==> run_1/clock_map.png <==
Scale: 10 px per um.
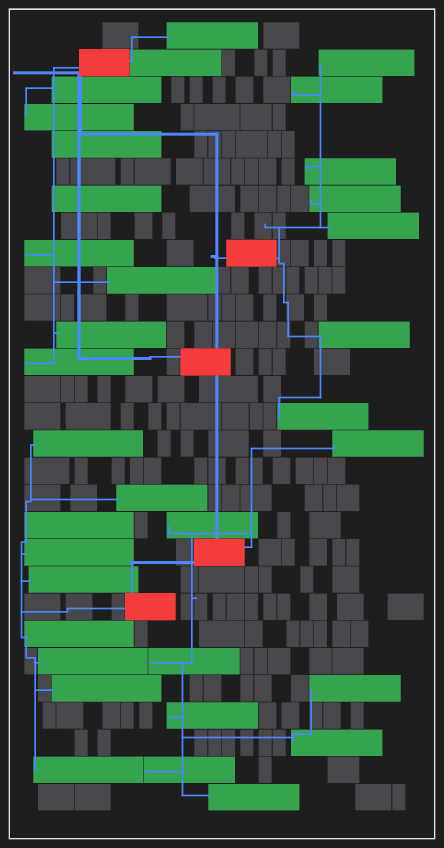
==> run_1/met2.png <==
Scale: 6 px per um. Cells faint in the background.
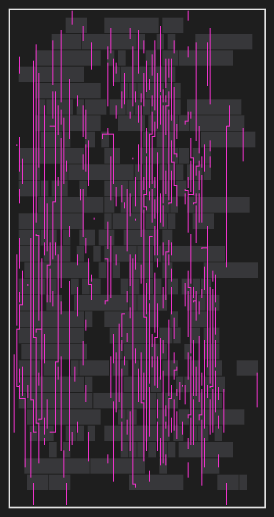
==> run_1/final_clocks.png <==
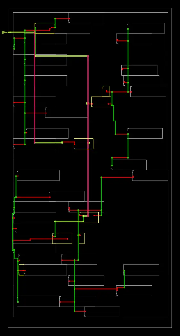
==> run_1/cell_classes.png <==
Scale: 6 px per um. Fill, decap, tap and diode cells in gray.
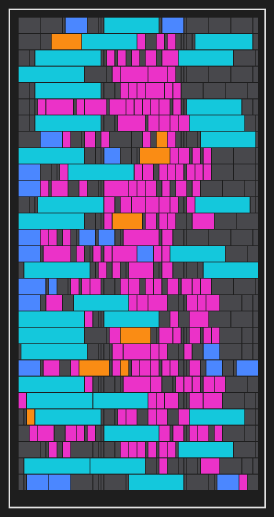
Design uart_tx_frame_flat, sky130hd; sources not shown.
==> flow_metrics.tcl, run 1 <==
# collected from the flow reports
set metrics [dict create \
    top_usage_layer "met2" \
    synthArstFlopShare_pct 52.9 \
    synth.net_count 226 \
    non_clock_inverter_count 24 \
    tool_warnings 28 \
    switching_share_pct 33.4 \
    syn_area_um2 1860 \
    yosysWarningCount 0 \
    clkSlewWorstSetupHoldPaths_ns 0.07 \
    status "finished, final reports clean" \
    regToRegSetupSlack_ns 0.25 \
    xor_share_pct 2.82 \
    insertedDiodeCount 0 \
    wl_met2_um 1820 \
    final_cell_mix "nand2_1, nor2_1, nand3_1" \
    dp_slack_ns 0.337 \
    crit_cells 9 \
    die-area_um2 3510 \
    fin_crit_ns 2.20 \
    synth.distinct_cells 27 \
    place_area_um2 2040 \
    min_period_over_period_pct 91.6 \
    cp_slowest_cell "dfrtp_1" \
    nWellTaps 31 \
    p_switching_uw 556 \
    p_seq_share_pct 46.9 \
    bufAreaShareNonClock_pct 9.11 \
    row_count 29 \
    nMultiInputCombCells 147 \
    finalSetupViolations 0 \
    p_seq_uw 781 \
    grt_max_degree 27 \
    dp.cells 257 \
    yosys.stat.seqShare_pct 50.1 \
    maxPowerGroup "registers" \
    r2r_cells 11 \
    comb_area_um2 766 \
    comb_share_pct 36.5 \
    first_pass_iters 6 \
    cts-root-buf "clkbuf_8" \
    postCtsSetupRepairBufs 0 \
    grt_util_all_layers_pct 21.5 \
    grt_overflow 0 \
    synth_flop_count 34 \
    clock_path_buffers 2 \
    drive_gt1_share_pct 10.3 \
    hold_path_depth 2 \
    clkCellAreaFrac_pct 3.87 \
    cp_top_family "simple AND/OR/NAND/NOR gates" \
    met1_usage_pct 21.4 \
    required_ns 1.92 \
]
-- clock_map.png (at the start) --
cells driving clock nets: shown in red, count 5. clock wires: shown in blue, length 393 um. flip-flops: shown in green, count 34.
Position of the flops: widely spread. There are 6 routed clock nets.
Clock net power: 391 uW
Max Clock Skew: 0.00639 ns
Clk network pwr share: 23.5%

-- met2.png (at the start) --
The layer holds 56% of the routed length. The longest straight run is 46.1 um. The layer carries 1,820 um of wire. 203 nets have wire on it.
WL final: 3260 um
GR Util met2: 39.8%
via count: 1,422

-- final_clocks.png (at the start) --
Worst-Skew Late Latency: 0.28 ns
clk_buf instances: 6
Clock Sinks: 34
sequential cell count: 34

-- cell_classes.png (at the start) --
other buffers and delay cells: shown in blue, cells 21, share of their area 9.3%. all other logic: shown in magenta, cells 171, share of their area 42%. flip-flops: shown in cyan, cells 34, share of their area 45%. clock drivers and dummy loads: shown in orange, cells 8, share of their area 3.9%.
post-route design area: 2100 um2
Layout Utilization: 66.5%

==> run 2: changes to the inputs <==
--- a/config.mk
+++ b/config.mk
@@ -6,10 +6,12 @@
 export NUM_CORES = 1
 export LEC_CHECK = 0
 export ABC_AREA = 1
+export CELL_PAD_IN_SITES_DETAIL_PLACEMENT = 1
+export CELL_PAD_IN_SITES_GLOBAL_PLACEMENT = 1
 export CORE_ASPECT_RATIO = 2
-export CORE_UTILIZATION = 57
+export CORE_UTILIZATION = 44
 export DETAILED_ROUTE_END_ITERATION = 8
-export PLACE_DENSITY = 0.78
+export PLACE_DENSITY_LB_ADDON = 0.1
 export RECOVER_POWER = 100
 export SLEW_MARGIN = 20
 export SYNTH_ARGS = -nofsm -noshare
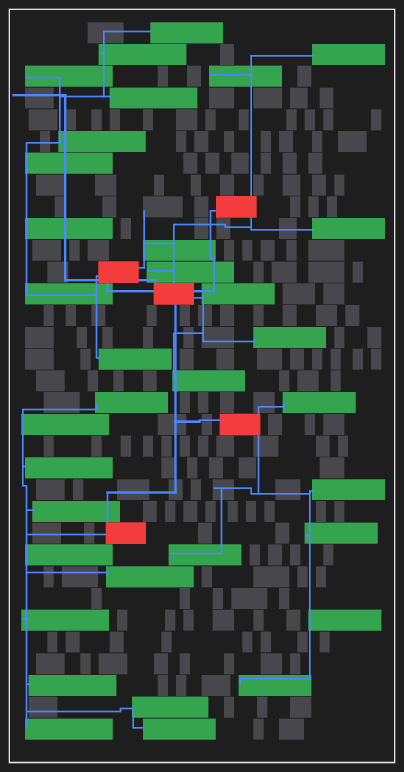
(run_2/clock_map.png)
Scale: 8 px per um.
flip-flops: shown in green, count 34. clock wires: shown in blue, length 471 um. cells driving clock nets: shown in red, count 5.
Position of the flops: widely spread. There are 6 routed clock nets.
Max Clock Skew: 0.00395 ns
Worst-Skew Late Latency: 0.29 ns
Clock net power: 447 uW
Clk network pwr share: 24.9%

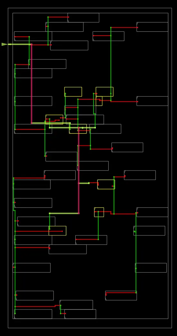
(run_2/final_clocks.png)
CTS Buf Count: 5

==> run 2 against run 1 <==
Effect of this change: worst setup slack lost 0.15 ns; global-route usage increased by 1.7 points; critical path depth stayed put; via count is 6.8% higher; final cell count grew 9.4%; first-iteration DRC count unchanged; total power grew 7.4%.
==> flow_metrics.tcl, run 2 <==
# collected from the flow reports
set metrics [dict create \
    status "finished, final reports clean" \
    power_per_cell_area_nw_per_um2 829 \
    grt_pass1_wl_um 7380 \
    vias 1518 \
    nMultiInputCombCells 147 \
    grt_util_all_layers_pct 23.1 \
    wl_met2_um 2690 \
    row_count 33 \
    cts-root-buf "clkbuf_8" \
    comb_share_pct 35.5 \
    crit_cells 9 \
    grt_max_degree 23 \
    non_clock_inverter_count 24 \
    via_per_inst 5.23 \
    maxPowerGroup "registers" \
    routed_wl_um 4490 \
    clkCellAreaFrac_pct 4.40 \
    worstMarginPinSlew_ns 0.759 \
    n_all_buffers 25 \
    seq_cell_count 34 \
    top_usage_layer "met2" \
    r2r_cells 13 \
    hold_path_depth 2 \
    yosys.stat.seqShare_pct 50.1 \
    finalSetupViolations 0 \
    grt_overflow 0 \
    cp.buffers_inverters 4 \
    final_core_util_pct 52.8 \
    switching_share_pct 34.9 \
    fin_crit_ns 2.35 \
    p_switching_uw 626 \
    htreeDepth 2 \
    met1_usage_pct 24.6 \
    core_area_um2 4090 \
    bufAreaShareNonClock_pct 9.73 \
    port_buffers 14 \
    synth.distinct_cells 27 \
    cts_sinks 34 \
    clock_path_buffers 2 \
    nWellTaps 52 \
    comb_area_um2 766 \
    syn_area_um2 1860 \
    p_seq_uw 777 \
    min_period_over_period_pct 97.9 \
    xor_share_pct 2.82 \
    p_seq_share_pct 43.4 \
    ant_nets 0 \
    clkSlewWorstSetupHoldPaths_ns 0.07 \
    fillers 489 \
    required_ns 1.92 \
    tool_warnings 28 \
    final_cell_mix "nand2_1, nor2_1, nand3_1" \
    yosysWarningCount 0 \
    synth_flop_count 34 \
    cts_tree "done" \
    finish.instance_area_um2 2160 \
    cp_slowest_cell "clkdlybuf4s50_1" \
    dp_slack_ns 0.254 \
    max-slew-margin-rel_pct 49.4 \
    cp_top_family "buffers and inverters" \
    synth.net_count 226 \
    first_pass_iters 4 \
    seq-cell-share_pct 43.2 \
    crit_type "flip-flop to output pin" \
    synthArstFlopShare_pct 52.9 \
    wire_per_inst_um 15.5 \
    place_area_um2 2060 \
    dp.cells 277 \
    insertedDiodeCount 0 \
    regToRegSetupSlack_ns 0.25 \
    grt_use_met2_pct 42.6 \
    cts_hold_buf 0 \
    die-area_um2 4510 \
]
Power figures rest on the tool's default switching activity, not on a simulated workload.
